==> config.mk <==
export PLATFORM = sky130hd
export DESIGN_NAME = alu_pipe
export DESIGN_NICKNAME = d
export VERILOG_FILES = /design/src/rtl/alu_pipe.sv
export SDC_FILE = /design/constraint.sdc
export NUM_CORES = 1
export LEC_CHECK = 0
export ABC_AREA = 1
export CORE_MARGIN = 2
export CORE_UTILIZATION = 40
export CTS_CLUSTER_DIAMETER = 120
export DETAILED_ROUTE_END_ITERATION = 6
export SYNTH_ARGS = -nofsm -noshare
export SYNTH_HDL_FRONTEND = slang
export SYNTH_SLANG_ARGS = --single-unit
==> constraint.sdc <==
create_clock -name clk -period 3.1 [get_ports clk]
set_input_delay 0.62 -clock clk [delete_from_list [all_inputs] [get_ports clk]]
set_output_delay 0.62 -clock clk [all_outputs]
set_load 0.05 [all_outputs]
==> src/rtl/alu_pipe.sv <==
// alu_pipe: 2-stage pipelined ALU with barrel shift, ADC/SBC chaining and
// registered C/Z/N/V flags behind valid/ready handshakes.
//
// Ports:
//   clk, rst          rising-edge clock, synchronous active-high reset
//   in_valid/in_ready input handshake; in_ready = !out_valid || out_ready
//   a, b              WIDTH-bit operands
//   alu_op            0 ADD 1 ADC 2 SUB 3 SBC 4 AND 5 OR 6 XOR 7 PASS_B
//   shift_op, shamt   0 none 1 SHL 2 SHR 3 ROR, amount 0..WIDTH-1
//   flag_clr          clear stored carry (wins over a stage-2 update)
//   out_valid/ready   output handshake
//   result            final post-shift result
//   cout/zout/nout/vout  carry (stored), zero, negative, signed overflow
module alu_pipe #(
  parameter int WIDTH   = 8,
  parameter int SHAMT_W = $clog2(WIDTH)
) (
  input  logic               clk,
  input  logic               rst,
  input  logic               in_valid,
  output logic               in_ready,
  input  logic [WIDTH-1:0]   a,
  input  logic [WIDTH-1:0]   b,
  input  logic [2:0]         alu_op,
  input  logic [1:0]         shift_op,
  input  logic [SHAMT_W-1:0] shamt,
  input  logic               flag_clr,
  output logic               out_valid,
  input  logic               out_ready,
  output logic [WIDTH-1:0]   result,
  output logic               cout,
  output logic               zout,
  output logic               nout,
  output logic               vout
);

  localparam logic [2:0] OP_ADD  = 3'd0;
  localparam logic [2:0] OP_ADC  = 3'd1;
  localparam logic [2:0] OP_SUB  = 3'd2;
  localparam logic [2:0] OP_SBC  = 3'd3;
  localparam logic [2:0] OP_AND  = 3'd4;
  localparam logic [2:0] OP_OR   = 3'd5;
  localparam logic [2:0] OP_XOR  = 3'd6;
  localparam logic [2:0] OP_PASS = 3'd7;

  localparam logic [1:0] SH_NONE = 2'd0;
  localparam logic [1:0] SH_SHL  = 2'd1;
  localparam logic [1:0] SH_SHR  = 2'd2;
  localparam logic [1:0] SH_ROR  = 2'd3;

  // stage 1 registers
  logic               r_s1_valid;
  logic [WIDTH-1:0]   r_a;
  logic [WIDTH-1:0]   r_b;
  logic [2:0]         r_op;
  logic [1:0]         r_sh;
  logic [SHAMT_W-1:0] r_shamt;

  // stage 2 registers
  logic               r_out_valid;
  logic [WIDTH-1:0]   r_result;
  logic               r_carry;
  logic               r_z;
  logic               r_n;
  logic               r_v;

  // datapath wires
  logic               w_adv;
  logic               w_is_sub;
  logic [WIDTH-1:0]   w_bx;
  logic               w_cin;
  logic [WIDTH:0]     w_sum;
  logic [WIDTH-1:0]   w_r;
  logic               w_ac;
  logic               w_v;
  logic [WIDTH:0]     w_shl;
  logic [WIDTH:0]     w_shr;
  logic [SHAMT_W:0]   w_lsh;
  logic [WIDTH-1:0]   w_rot;
  logic [WIDTH-1:0]   w_res;
  logic               w_c;

  assign w_adv    = !r_out_valid || out_ready;
  assign in_ready = w_adv;

  always_ff @(posedge clk) begin
    if (rst) begin
      r_s1_valid <= 1'b0;
      r_a        <= '0;
      r_b        <= '0;
      r_op       <= '0;
      r_sh       <= '0;
      r_shamt    <= '0;
    end else if (w_adv) begin
      r_s1_valid <= in_valid;
      if (in_valid) begin
        r_a     <= a;
        r_b     <= b;
        r_op    <= alu_op;
        r_sh    <= shift_op;
        r_shamt <= shamt;
      end
    end
  end

  // Subtraction is a + ~b + cin, so C=1 means no borrow.
  assign w_is_sub = (r_op == OP_SUB) || (r_op == OP_SBC);
  assign w_bx     = w_is_sub ? ~r_b : r_b;

  always_comb begin
    w_cin = 1'b0;
    unique case (r_op)
      OP_ADC:  w_cin = r_carry;
      OP_SUB:  w_cin = 1'b1;
      OP_SBC:  w_cin = r_carry;
      default: w_cin = 1'b0;
    endcase
  end

  assign w_sum = {1'b0, r_a} + {1'b0, w_bx}
               + {{WIDTH{1'b0}}, w_cin};

  always_comb begin
    w_r  = w_sum[WIDTH-1:0];
    w_ac = 1'b0;
    w_v  = 1'b0;
    unique case (r_op)
      OP_ADD, OP_ADC, OP_SUB, OP_SBC: begin
        w_r  = w_sum[WIDTH-1:0];
        w_ac = w_sum[WIDTH];
        w_v  = (r_a[WIDTH-1] == w_bx[WIDTH-1])
            && (w_sum[WIDTH-1] != r_a[WIDTH-1]);
      end
      OP_AND:  w_r = r_a & r_b;
      OP_OR:   w_r = r_a | r_b;
      OP_XOR:  w_r = r_a ^ r_b;
      OP_PASS: w_r = r_b;
      default: w_r = r_b;
    endcase
  end

  // One extra bit on each shifter catches the last bit shifted out.
  assign w_shl = {1'b0, w_r} << r_shamt;
  assign w_shr = {w_r, 1'b0} >> r_shamt;
  assign w_lsh = (SHAMT_W+1)'(WIDTH) - {1'b0, r_shamt};
  assign w_rot = (w_r >> r_shamt) | (w_r << w_lsh);

  always_comb begin
    w_res = w_r;
    w_c   = w_ac;
    if (r_shamt != '0) begin
      unique case (r_sh)
        SH_SHL: begin
          w_res = w_shl[WIDTH-1:0];
          w_c   = w_shl[WIDTH];
        end
        SH_SHR: begin
          w_res = w_shr[WIDTH:1];
          w_c   = w_shr[0];
        end
        SH_ROR: begin
          w_res = w_rot;
          w_c   = w_rot[WIDTH-1];
        end
        SH_NONE: begin
          w_res = w_r;
          w_c   = w_ac;
        end
        default: begin
          w_res = w_r;
          w_c   = w_ac;
        end
      endcase
    end
  end

  always_ff @(posedge clk) begin
    if (rst) begin
      r_out_valid <= 1'b0;
      r_result    <= '0;
      r_carry     <= 1'b0;
      r_z         <= 1'b0;
      r_n         <= 1'b0;
      r_v         <= 1'b0;
    end else begin
      if (w_adv) begin
        r_out_valid <= r_s1_valid;
      end
      if (w_adv && r_s1_valid) begin
        r_result <= w_res;
        r_carry  <= w_c;
        r_z      <= (w_res == '0);
        r_n      <= w_res[WIDTH-1];
        r_v      <= w_v;
      end
      // last assignment wins: a clear beats a same-edge update
      if (flag_clr) begin
        r_carry <= 1'b0;
      end
    end
  end

  assign out_valid = r_out_valid;
  assign result    = r_result;
  assign cout      = r_carry;
  assign zout      = r_z;
  assign nout      = r_n;
  assign vout      = r_v;

endmodule
==> reports/metrics.yaml <==
run_status:
  status: "finished, final reports clean"
flow_run:
  cap_violations: 0
  warning_count: 35
setup_path:
  critPathBufInv: 3
  rrSetupSlack_ps: 130
  critPathKind: "reg -> reg"
  crit_start: "r_op[2]"
  path_cells: "inv_4 -> buf_6 -> o211ai_1 -> fa_2 -> inv_2 -> fa_2 -> or2_4 -> nand3_4 -> nand2_2 -> o21ai_1 -> nor2_1 -> nor2_1 -> nand2_1 -> nand2_1 -> nand2_1 -> nand2_2 -> nand3_2 -> nor2_1 -> nand2_1 -> a21oi_1"
  cp_common_cell: "nand2_1"
  r2r_cells: 20
  worst_ep_arrival_time_ps: 3200
  r2r-end: "zout"
  crit_path_end_kind: "register"
  cp_max_fo: 4
  crit_path_end: "zout"
route:
  drt_iter0_drc: 305
  routed_wl_um: 11600
  drc: 0
  vias_per_cell: 5.29
timing:
  min_period_ps: 2970
  tightest_slew_ps: 721
  slew_viol_final: 0
  slew_headroom_pct: 51.9
  finalClockPeriodUsage_pct: 95.9
  layout_setup_ws_ps: 128
  fmax_mhz: 336
  tns_ps: 0
final_layout:
  diodes: 0
  area_growth_pct: 32.3
  finish.utilization_pct: 55.0
  final_cell_area_mm2: 0.00454
clock_tree:
  clock_path_buffers: 2
  post_cts_resized: 4
  numCtsBuffers: 5
  cts_hold_buf: 0
  cts_tree: "built"
placement:
  globalplace.congestion: 1.01
  pre_cts_ws_ps: -45.9
  dpl-instance-area_mm2: 0.00418
global_routing:
  grt_start_max_net_pins: 45
  grt_pass1_wl_um: 18700
  grt_pass1_vias: 3769
  globalRouteTotalUtil_pct: 24.3
  antenna_found_initial: 0
min_path:
  hold_class: "reg -> reg"
  hold_path.startpoint: "r_s1_valid"
  holdPathEnd: "r_s1_valid"
synthesis:
  largest_area_cell: "dfxtp_1"
  ys_warn_count: 0
  ys_top_cells_by_count: "nand2_1, nand3_1, inv_1"
  synthCells: 590
  synth.avg_cell_area_um2: 5.82
  yosys-stat-area_mm2: 0.00343
  synthArstFlopShare_pct: 0
  synth.top_cell.area_share_pct: 21.6
  syn_nets: 646
  ys_seq_elements: 37
die:
  initCoreUtil_pct: 41.6
  coreArea_mm2: 0.00826
  dieArea_mm2: 0.00934
power:
  finalPower_w: 0.00212
  p_per_area_mw_per_mm2: 467
[power breakdown]
group	internal (W)	total, W	switching [W]	leakage, nW
Combinational	0.000437	0.00113	0.000690	1.83
Sequential	0.000512	0.000543	0.0000315	0.307
Clock	0.000262	0.000450	0.000189	0.0574
[kinds of logic (layout without fill, tap and decap cells)]
family / Yosys count / after routing / synth area share [%]
simple gates: 296 / 296 / 36.4
xor+xnor: 8 / 8 / 2.04
fa+ha+maj: 27 / 27 / 10.3
flops: 37 / 37 / 21.6
compound gates: 120 / 120 / 18.2
buf+inv: 102 / 171 / 11.5
[final cells by class]
type | count | area [um2]
fill | 879 | 3720
clock buffer | 6 | 82.6
tap | 105 | 131
inverter | 78 | 295
sequential | 37 | 746
clock inverter | 2 | 37.5
timing repair buffer | 85 | 763
multi-input combinational | 451 | 2490
[flip-flops by register name, summed over array words and instances (netlist names)]
register and flops:
cout 1, out_valid 1, r_a 8, r_b 8, r_op 3, r_s1_valid 1
r_sh 2, r_shamt 3, result 8, vout 1, zout 1
[cells in the final DEF (no fill, tap or decap), drive strengths merged, types with 6 or more instances in the layout]
| master | Yosys | final |
|---|---|---|
| clkbuf | 18 | 6 |
| nand3 | 80 | 80 |
| buf | 6 | 43 |
| ha | 25 | 25 |
| dfxtp | 37 | 37 |
| inv | 77 | 77 |
| a21oi | 56 | 56 |
| nand2 | 150 | 150 |
| xor2 | 8 | 8 |
| o21ai | 53 | 53 |
| nor2 | 58 | 58 |
| clkdlybuf4s50 | 0 | 42 |
[metal layers]
layer / track usage [%] / part of all wire (%)
met1: 35.6 / 49
met5: 0 / 0
met3: 2.82 / 6.3
met4: 8.45 / 2.8
met2: 36.9 / 42
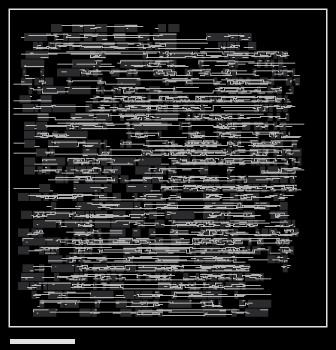
*Metal 1*
The bar under the picture is 20 um long.
wire length on this layer = 5640 um
main direction = horizontal
share of all routed wire = 49%
nets with wire on the layer = 661
longest straight run = 34.5 um

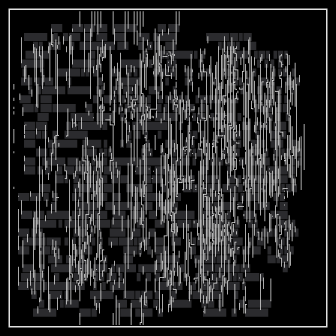
*Metal 2*
main direction = vertical
nets with wire on the layer = 545
share of all routed wire = 42%
wire length on this layer = 4900 um

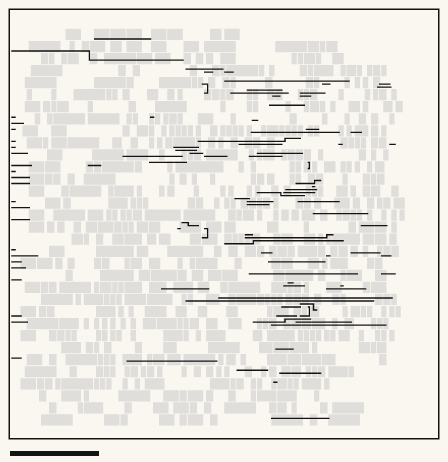
*The metal 3 layer*
The bar under the picture is 20 um long.
main direction = horizontal
nets with wire on the layer = 81
share of all routed wire = 6.3%
wire length on this layer = 728 um
longest straight run = 42.3 um

Power and IR drop assume default switching activity.
